`src/rtl/dcu_bit_window.sv`:
```
// LSB-first bit window in front of the code-length/Huffman decoder: bytes in, 0..8 bits out per cycle,
// with byte alignment, a bits-retired counter and a sticky protocol-error flag.
module dcu_bit_window #(
   parameter int BUF_W = 24,
   parameter int CNT_W = 5
) (
   input  logic             clk,
   input  logic             rst_n,
   input  logic             blk_clr,
   input  logic             in_vld,
   input  logic [7:0]       in_byte,
   output logic             in_rdy,
   input  logic             cons_en,
   input  logic [3:0]       cons_len,
   input  logic             align_en,
   output logic [7:0]       peek_lsb,
   output logic [7:0]       code,
   output logic [CNT_W-1:0] avail,
   output logic             win_vld,
   output logic [15:0]      tot_bits,
   output logic             err
);

   // Handshake: a byte transfers on a rising edge where in_vld & in_rdy; in_rdy depends on stored state only.
   logic [BUF_W-1:0] bit_buf;
   logic [CNT_W-1:0] cnt;
   logic [15:0]      tot_q;
   logic             err_q;

   logic [3:0]       rem_k;
   logic [2:0]       align_k;
   logic             set_err;
   logic             accept;
   logic [CNT_W-1:0] cnt_rem;
   logic [CNT_W-1:0] cnt_nxt;
   logic [BUF_W-1:0] buf_nxt;

   assign in_rdy  = (cnt <= CNT_W'(BUF_W - 8));
   assign accept  = in_vld & in_rdy;
   assign align_k = 3'd0 - tot_q[2:0];

   always_comb begin
      rem_k   = 4'd0;
      set_err = 1'b0;
      if (align_en) begin
         // align wins over a same-cycle consume, which is flagged as a protocol error
         if (cons_en) set_err = 1'b1;
         if (CNT_W'(align_k) > cnt) set_err = 1'b1;
         else                       rem_k   = {1'b0, align_k};
      end else if (cons_en && cons_len != 4'd0) begin
         if (cons_len > 4'd8 || CNT_W'(cons_len) > cnt) set_err = 1'b1;
         else                                           rem_k   = cons_len;
      end
   end

   // Buffer bits at or above cnt are kept zero, so the new byte can simply be OR-ed in behind the survivors.
   always_comb begin
      cnt_rem = cnt - CNT_W'(rem_k);
      buf_nxt = bit_buf >> rem_k;
      cnt_nxt = cnt_rem;
      if (accept) begin
         buf_nxt = buf_nxt | (BUF_W'(in_byte) << cnt_rem);
         cnt_nxt = cnt_rem + CNT_W'(8);
      end
   end

   always_ff @(posedge clk or negedge rst_n) begin
      if (!rst_n) begin
         bit_buf <= '0;
         cnt     <= '0;
         tot_q   <= '0;
         err_q   <= 1'b0;
      end else if (blk_clr) begin
         bit_buf <= '0;
         cnt     <= '0;
         tot_q   <= '0;
         err_q   <= 1'b0;
      end else begin
         bit_buf <= buf_nxt;
         cnt     <= cnt_nxt;
         tot_q   <= tot_q + 16'(rem_k);
         if (set_err) err_q <= 1'b1;
      end
   end

   always_comb begin
      for (int i = 0; i < 8; i++) begin
         peek_lsb[i] = bit_buf[i] & (CNT_W'(i) < cnt);
         code[7-i]   = bit_buf[i] & (CNT_W'(i) < cnt);
      end
   end

   assign avail    = cnt;
   assign win_vld  = (cnt >= CNT_W'(8));
   assign tot_bits = tot_q;
   assign err      = err_q;

endmodule

```
`config.mk`:
```
export PLATFORM = sky130hd
export DESIGN_NAME = dcu_bit_window
export DESIGN_NICKNAME = d
export VERILOG_FILES = /design/src/rtl/dcu_bit_window.sv
export SDC_FILE = /design/constraint.sdc
export NUM_CORES = 1
export LEC_CHECK = 0
export CAP_MARGIN = 25
export CORE_MARGIN = 2
export CORE_UTILIZATION = 55
export CTS_CLUSTER_SIZE = 20
export DETAILED_ROUTE_END_ITERATION = 16
export PLACE_DENSITY_LB_ADDON = 0.3
export SKIP_LAST_GASP = 1
export SLEW_MARGIN = 5
export SYNTH_ARGS = -nofsm -noshare
export SYNTH_HDL_FRONTEND = slang
export SYNTH_SLANG_ARGS = --single-unit
```
`constraint.sdc`:
```
create_clock -name clk -period 7.6 [get_ports clk]
set_input_delay 1.52 -clock clk [delete_from_list [all_inputs] [get_ports clk]]
set_output_delay 1.52 -clock clk [all_outputs]
set_load 0.005 [all_outputs]
```
==> run_1/io_fan.png <==
Scale: 4 px per µm.
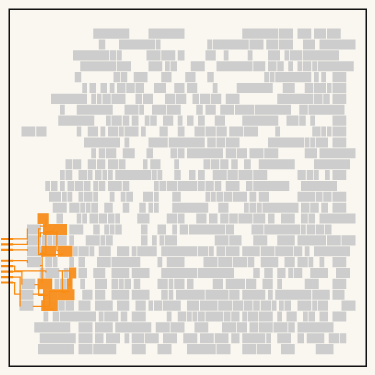
| colour | port | bits | direction | edge | end cells | wire |
|---|---|---|---|---|---|---|
| orange | in_byte | 8 | input | west | 11 | 136 µm |

==> run_1/cell_density.png <==
Scale: 3 px per µm. The die is cut into 9 by 9 equal tiles; dark purple is low, yellow is high, 0 to 100% covered.
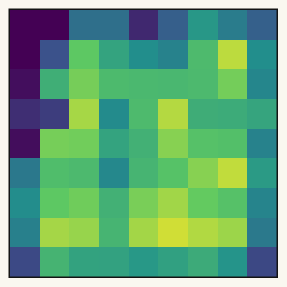
fullest tile: 93%
mean over tiles: 57%
nearly empty tiles: 3.7%
emptiest ninth of the die: north-west

==> out/results.ini, run 1 <==
[synth]
synth-seq-area-share_pct=29.1
ys_sh_mux_pct=11.4
synth_cell_types=54
ys_sh_aoi_pct=22.6
simple_gate_area_share_pct=19.4
fa_ha_area_share_pct=6.70
netlist_area_um2=3960
edf_count=0
area_leaders=dfrtp_1 29%, mux2i_1 11%, ha_1 5.7%
synth-seq-cells=46
yosys_area_um2=3960

[worst_setup_path]
crit_buf_inv=3
r2r_slack_ns=2.44
crit_family=adder cells
crit_cells=17
r2r_cells=19
path_class=input port to register
slowest_stage=xnor2_1
startpoint=cons_len[3]
end_kind=register
crit_fanout=21
path_cells=clkdlybuf4s50_1 > ha_1 > nand3b_4 > a21oi_2 > o22ai_4 > a32oi_2 > buf_4 > inv_2 > ha_1 > fa_1 > xnor2_1 > and3_1 > a21oi_1 > or3_1 > nand2_1 > a21oi_1 > a211oi_1

[final_timing]
tns_ns=0
max_freq_ghz=0.173
slew_violations=0
finClkSkew_ns=0.00760
hold_ws_ns=0.564
finalHoldViolCount=0
tightestPinTransition_ns=1.05

[clock_network]
cts.sinks=46
cts_root_buffer=clkbuf_8
hold_buffers=0
clk_pin_slew_ns=0.10
cts_buffer_depth=2
ctsHtreeMaxLevel=2
cts_resized=0

[floorplan]
core-area_um2=6870
num_rows=30
fp.dieW_um=88.9
io_pins=58
taps=96

[final_layout]
clockBufferCount=5
drive_above_1_share_pct=6.14
flop_area_um2=1150
nets=558
ff_count=46
seq_area_share_pct=24.9
area_share_nonclk_buffers_pct=13.4
mostFrequentLayoutCells=56 x clkdlybuf4s50_1, 49 x nor2_1, 46 x nand2_1, 46 x dfrtp_1, 43 x mux2i_1
clockNetworkAreaShare_pct=2.03
inverters_excl_clock=20
largest_class=combinational gates

[route]
wl_per_cell_um=18.6
drt-total-wl_um=11500
drc=0
first_pass_iters=5

[power_and_ir_drop]
swShare_pct=53.7
irDropWorstVdd_v=0.000248
power_density_nw_per_um2=396
p_int_mw=0.848

[hold_path]
hold_path.class=register to register
worstHoldEndpoint=tot_bits[15]$_DFF_PN0_
hold_path_depth=2

[status]
status=complete, no violations

[place]
portBuffers=57

[global_routing]
gr-usage-all-layers_pct=31.3

==> run_1/flops_by_reg.png <==
Scale: 4 px per µm. Other sequential cells in the stronger grey, the rest of the logic in the fainter grey.
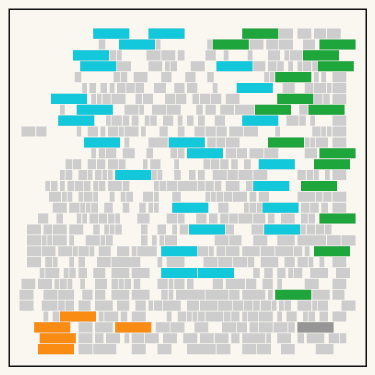
| colour | signal | sequential cells |
|---|---|---|
| orange | avail | 5 |
| cyan | bit_buf | 24 |
| green | tot_bits | 16 |
not coloured: 1

## run 1: per-stage QoR
step,area (µm²),std cells,worst slack (ns),total power [mW]
6_report,4620,617,1.83,1.83
4_1_cts,4620,617,1.86,1.79
5_1_grt,4620,617,1.53,1.97
2_1_floorplan,3960,478,2.64,1.26
3_3_place_gp,4530,609,1.73,1.60
3_5_place_dp,4530,609,1.52,1.62
## run 1: synth_stat cells (2+ instances only)
| library cell | number |
|---|---|
| nand2b_1 | 4 |
| or3_1 | 4 |
| nand3_1 | 16 |
| buf_2 | 3 |
| ha_1 | 18 |
| buf_4 | 11 |
| nor2_1 | 49 |
| o22ai_1 | 11 |
| a221oi_1 | 2 |
| and2_1 | 5 |
| mux2_2 | 2 |
| a32oi_1 | 3 |
| nand4_1 | 3 |
| xnor2_1 | 7 |
| nor3b_1 | 2 |
| o31ai_1 | 3 |
| and3_1 | 7 |
| o211ai_1 | 2 |
| nand2_1 | 46 |
| nor3_1 | 14 |
| nor2b_1 | 8 |
| clkbuf_1 | 11 |
| nor2_2 | 3 |
| inv_1 | 16 |
| buf_6 | 4 |
| a21oi_2 | 2 |
| o21ai_0 | 24 |
| a21oi_1 | 33 |
| inv_2 | 2 |
| a31oi_1 | 8 |
| a211oi_1 | 10 |
| xor2_1 | 12 |
| fa_1 | 2 |
| a22oi_1 | 19 |
| dfrtp_1 | 46 |
| a21boi_0 | 6 |
| mux2i_1 | 43 |
## run 1: flip-flops by register name, indices dropped and copies added (netlist names)
name      cells
avail         5
err           1
bit_buf      24
tot_bits     16
## run 1: metal layers
layer	share of wire [%]	GRT usage, %	wire [µm]
met5	0	0	0
met1	42	41.9	4830
met2	47	50.3	5380
met3	7.8	4.66	894
met4	3.1	13.5	360
--- run 2 (diff from run 1) ---
CORE_UTILIZATION = 50   (was 55)
clock period = 4.9 ns   (was 7.6 ns; I/O delays follow)
==> run_2/clocks.png <==
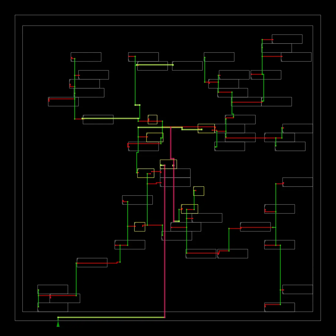
clk sink count: 46
Clk power: 0.250 mW
skew final: 0.00949 ns
Clk Latency, worst-skew pair: 0.31 ns

==> out/results.ini, run 2 <==
[status]
status=complete, no violations

[worst_setup_path]
required_ns=5.11
slowest_stage=clkdlybuf4s50_1
path_cells=clkdlybuf4s50_1 > ha_1 > nand3b_4 > a21oi_2 > o22ai_4 > a32oi_2 > inv_2 > ha_1 > fa_1 > nand3b_1 > nand2_1 > xnor2_1 > or2_1 > or3_1 > nand2_1 > a21oi_1 > a211oi_1
end_kind=register
crit_family=simple AND/OR/NAND/NOR gates
r2r_cells=19
reg2reg_to=bit_buf[1]$_DFF_PN0_
path_class=input port to register
critPathMaxStageDelay_ns=0.49
crit_fanout=9
r2r-start=tot_bits[0]$_DFF_PN0_
start_kind=input port
crit_buf_inv=2
cp.arrival_ns=4.81
r2r_slack_ns=0.34

[route]
vias=3901
first_pass_iters=5
viasPerCell=6.15
wl_per_cell_um=17.9
drc=0
ant_nets=0
drt-total-wl_um=11300
drt_iter0_drc=415

[clock_network]
hold_buffers=0
post_cts_buffers=0
cts_tree=built
cts_buffer_depth=2
cts_resized=0
ctsHtreeMaxLevel=2
cts_buffers=5
cts_root_buffer=clkbuf_8
clk_pin_slew_ns=0.09

[final_timing]
finalCritPeriodShare_pct=93.9
max_freq_ghz=0.217
hold_ws_ns=0.565
min_period_ns=4.60
slew_violations=0
tns_ns=0
tightestPinTransition_ns=0.516
setup_viol=0
rsz0062_at_grt=no
finalHoldViolCount=0
relSlewSlack_pct=65.6
setup_ws_ns=0.301

[global_routing]
overflow=0
antenna_found_initial=0
grt_max_degree=48
grt_pass1_wl_um=19000
grt_pass1_vias=3821
gr-usage-all-layers_pct=27.6

[synth]
floorplan.nets=516
syn_inst=478
flop_cell=dfrtp_1
edf_count=0
synth-seq-area-share_pct=29.1
synth.avg_cell_area_um2=8.29
area_leaders=dfrtp_1 29%, mux2i_1 11%, ha_1 5.7%
yosysWarnings=0
synth-seq-cells=46
synthArstFlopShare_pct=100
synth_cell_types=54
yosys_area_um2=3960
top_area_share_pct=29.1
synthTopCellsByCount=49 x nor2_1, 46 x dfrtp_1, 46 x nand2_1
post-synth-top-count-cell=nor2_1
netlist_area_um2=3960
ys_cells=478
top_area_cell=dfrtp_1

[place]
portBuffers=57
post_dp_cell_area_um2=4630
dp.cells=626
dp_hpwl_um=8820
gp_congestion=0.989
pre_cts_ws_ns=0.0225

[floorplan]
fp.dieW_um=93.0
core-area_um2=7690
num_rows=32
io_pins=58
die_y_um=93.0
fp_util_pct=51.5
die_area_um2=8650

[final_layout]
final_util_pct=61.5
top_register=bit_buf
largest_register_ffs=24
layout.cells.non_filler=634
layout_top_cell=clkdlybuf4s50_1
design_area_um2=4730
drive_above_1_share_pct=8.08
syn_to_final_growth_pct=19.3
nets=569
insertedDiodeCount=0
mostFrequentLayoutCells=56 x clkdlybuf4s50_1, 49 x nor2_1, 46 x nand2_1, 46 x dfrtp_1, 43 x mux2i_1

[run]
openroad.warnings=28
drv_cap=0

[hold_path]
hp-start=tot_bits[15]$_DFF_PN0_
hold_path.class=register to register
hold_path_depth=2
worstHoldEndpoint=tot_bits[15]$_DFF_PN0_

[power_and_ir_drop]
irDropWorstVdd_v=0.000481
power_mw=2.90
power_density_nw_per_um2=614
p_leak_nw=2.21

==> run_2/flops_by_reg.png <==
Scale: 4 px per µm. Other sequential cells in the stronger grey, the rest of the logic in the fainter grey.
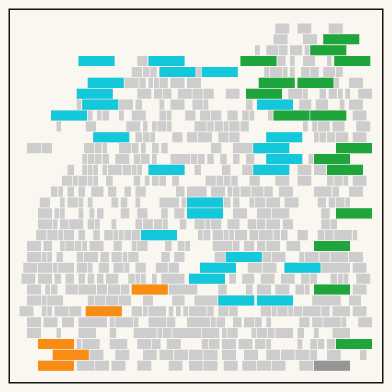
| colour | signal | sequential cells |
|---|---|---|
| green | tot_bits | 16 |
| cyan | bit_buf | 24 |
| orange | avail | 5 |

[run 2: cell counts after synthesis]
No cell type changed its count.
[run 2: kinds of logic (layout without fill, tap and decap cells)]
group	after synthesis	after routing	synth area share, %
and+or+nand+nor	164	164	19.4
AOI/OAI and AO/OA	135	135	22.6
buffers and inverters	49	103	6.60
DFF	46	46	29.1
muxes	45	45	11.4
adders and majority gates	20	20	6.70
xor gates and xnor gates	19	19	4.20
[run 2: worst max-delay path by stage]
stage | start | to | slack (ns) | cells past startpoint
after floorplan | cons_len[3] | bit_buf[5]$_DFF_PN0_ | 0.48 | 16
after global placement | cons_len[3] | bit_buf[1]$_DFF_PN0_ | 0.13 | 17
after detailed placement | cons_len[3] | bit_buf[1]$_DFF_PN0_ | 0.02 | 17
after CTS | cons_len[3] | bit_buf[1]$_DFF_PN0_ | 0.34 | 17
after global routing | cons_len[3] | bit_buf[1]$_DFF_PN0_ | 0.09 | 17
final | cons_len[3] | bit_buf[1]$_DFF_PN0_ | 0.30 | 17
[run 2: layout make-up]
type | count | area, µm²
multi-input cells | 383 | 2560
repair buffers | 75 | 713
fillers | 706 | 2960
well taps | 102 | 128
inverters | 20 | 77.6
flip-flops and latches | 46 | 1150
clock buffers | 5 | 68.8
clock inverters | 3 | 25.0
[run 2: routing by layer]
| layer | wire [µm] | global-route usage [%] | vias to the layer above |
|---|---|---|---|
| met1 | 4870 | 38.7 | 1846 |
| met3 | 952 | 5.72 | 25 |
| met2 | 5280 | 43.1 | 195 |
| met4 | 249 | 8.33 | 0 |
| met5 | 0 | 0 | - |
| li1 | - | - | 1835 |
[run 2: report_power, final]
group | switching, mW | total, mW | internal, mW
combinational | 1.29 | 2.10 | 0.814
clock | 0.146 | 0.250 | 0.103
sequential | 0.0835 | 0.551 | 0.467
--- run 3 (diff from run 2) ---
CAP_MARGIN = default   (was 25)
==> run_3/cell_density.png <==
Scale: 3 px per µm. The die is cut into 9 by 9 equal tiles; dark purple is low, yellow is high, 0 to 100% covered.
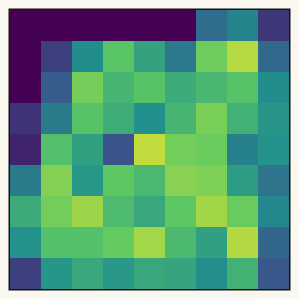
tiles over 75% full: 21%
emptiest ninth of the die: north-west
fullest tile: 91%

==> out/results.ini, run 3 <==
[final_layout]
flop_area_um2=1150
drive_above_1_share_pct=7.91
nets=568
layout_top_cell=clkdlybuf4s50_1
logic_area_um2=2560
final_util_pct=61.2
fill_cells=677

[clock_network]
clk_pin_slew_ns=0.10
cts_buffer_depth=2
cts_buffers=5
hold_buffers=0
cts_root_buffer=clkbuf_8
cts.sinks=46
cts_tree=built

[synth]
yosysWarnings=0
top_area_cell=dfrtp_1
netlist_area_um2=3960
synthArstFlopShare_pct=100
ys_cells=478
synth_cell_types=54
area_leaders=dfrtp_1 29%, mux2i_1 11%, ha_1 5.7%
floorplan.nets=516
top_area_share_pct=29.1
synthTopCellsByCount=49 x nor2_1, 46 x dfrtp_1, 46 x nand2_1

[floorplan]
core-area_um2=7690
fp_util_pct=51.5
die_area_um2=8650
num_rows=32

[run]
openroad.warnings=28
drv_cap=0

[status]
status=complete, no violations

[global_routing]
grt_pass1_vias=3819
gr-usage-all-layers_pct=26.9
globalRouteMet1Util_pct=36.5
overflow=0
met2_usage_pct=42.6

[final_timing]
rsz0062_at_grt=no
finClkSkew_ns=0.00832
finalCritPeriodShare_pct=94.6
setup_viol=0
finalHoldViolCount=0
max_freq_ghz=0.216
slew_violations=0
tightestPinTransition_ns=1.04
relSlewSlack_pct=30.3
hold_ws_ns=0.566
tns_ns=0

[worst_setup_path]
end_kind=register
path_cells=clkdlybuf4s50_1 > ha_1 > a21oi_1 > nor2_1 > o22ai_4 > a32oi_2 > inv_2 > ha_1 > fa_1 > nand3b_1 > nand2_1 > xnor2_1 > or2_1 > or3_1 > nand2_1 > a21oi_1 > a211oi_1
crit_family=simple AND/OR/NAND/NOR gates
crit_fanout=9
critPathMaxStageDelay_ns=0.48
start_kind=input port
path_class=input port to register
cp.arrival_ns=4.85
crit_buf_inv=2

[place]
pre_cts_ws_ns=0.0130
post_dp_cell_area_um2=4610
gp_congestion=0.989

[power_and_ir_drop]
p_sw_mw=1.52
p_leak_nw=2.21
p_clk_share_pct=8.7
power_mw=2.90

[route]
drt-total-wl_um=11300

==> run_3/flops_by_reg.png <==
Scale: 4 px per µm. Other sequential cells in the stronger grey, the rest of the logic in the fainter grey.
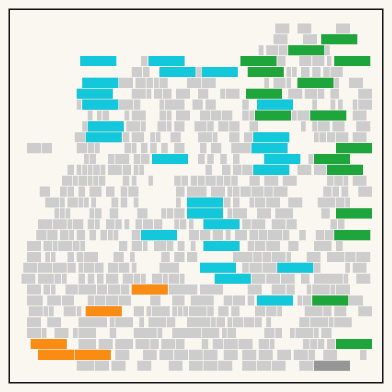
| colour | signal | sequential cells |
|---|---|---|
| cyan | bit_buf | 24 |
| orange | avail | 5 |
| green | tot_bits | 16 |
not coloured: 1

-- run 3: cell counts after synthesis --
No cell type changed its count.
-- run 3: power by group through the flow --
stage          clock network [mW]  logic, mW  registers, mW
2_1_floorplan                   0       1.42          0.532
3_3_place_gp                    0       2.03          0.555
3_5_place_dp                    0       2.03          0.557
4_1_cts                     0.253       2.04          0.549
5_1_grt                     0.266       2.28          0.564
6_report                    0.252       2.10          0.551
-- run 3: final cells by class --
type                            instances  area share, %
Multi-Input combinational cell        383           54.5
Clock buffer                            5           1.46
Inverter                               20           1.65
Timing Repair Buffer                   74           14.7
Clock inverter                          3          0.532
Tap cell                              102           2.71
Sequential cell                        46           24.5
-- run 3: worst paths after layout --
check                                       from               endpoint  slack (ns)  cells after the start
setup reg to reg           tot_bits[0]$_DFF_PN0_   bit_buf[1]$_DFF_PN0_        0.34                     19
max in group asynchronous                  rst_n   bit_buf[9]$_DFF_PN0_        3.41                      1
hold / removal             tot_bits[7]$_DFF_PN0_  tot_bits[7]$_DFF_PN0_        0.57                      2
min in group asynchronous                  rst_n  tot_bits[0]$_DFF_PN0_        0.85                      1
hold reg to reg            tot_bits[7]$_DFF_PN0_  tot_bits[7]$_DFF_PN0_        0.57                      2
setup / recovery                     cons_len[3]   bit_buf[1]$_DFF_PN0_        0.26                     17
-- run 3: logic make-up (layout without fill, tap and decap cells) --
kind of cell	after synthesis	in the layout	synth area share (%)
AND-OR/OR-AND	135	135	22.6
XOR/XNOR	19	19	4.20
multiplexers	45	45	11.4
buffers and inverters	49	102	6.60
flip-flops	46	46	29.1
AND/OR/NAND/NOR	164	164	19.4
adder cells (fa/ha/maj)	20	20	6.70
Power figures rest on the tool's default switching activity, not on a simulated workload.
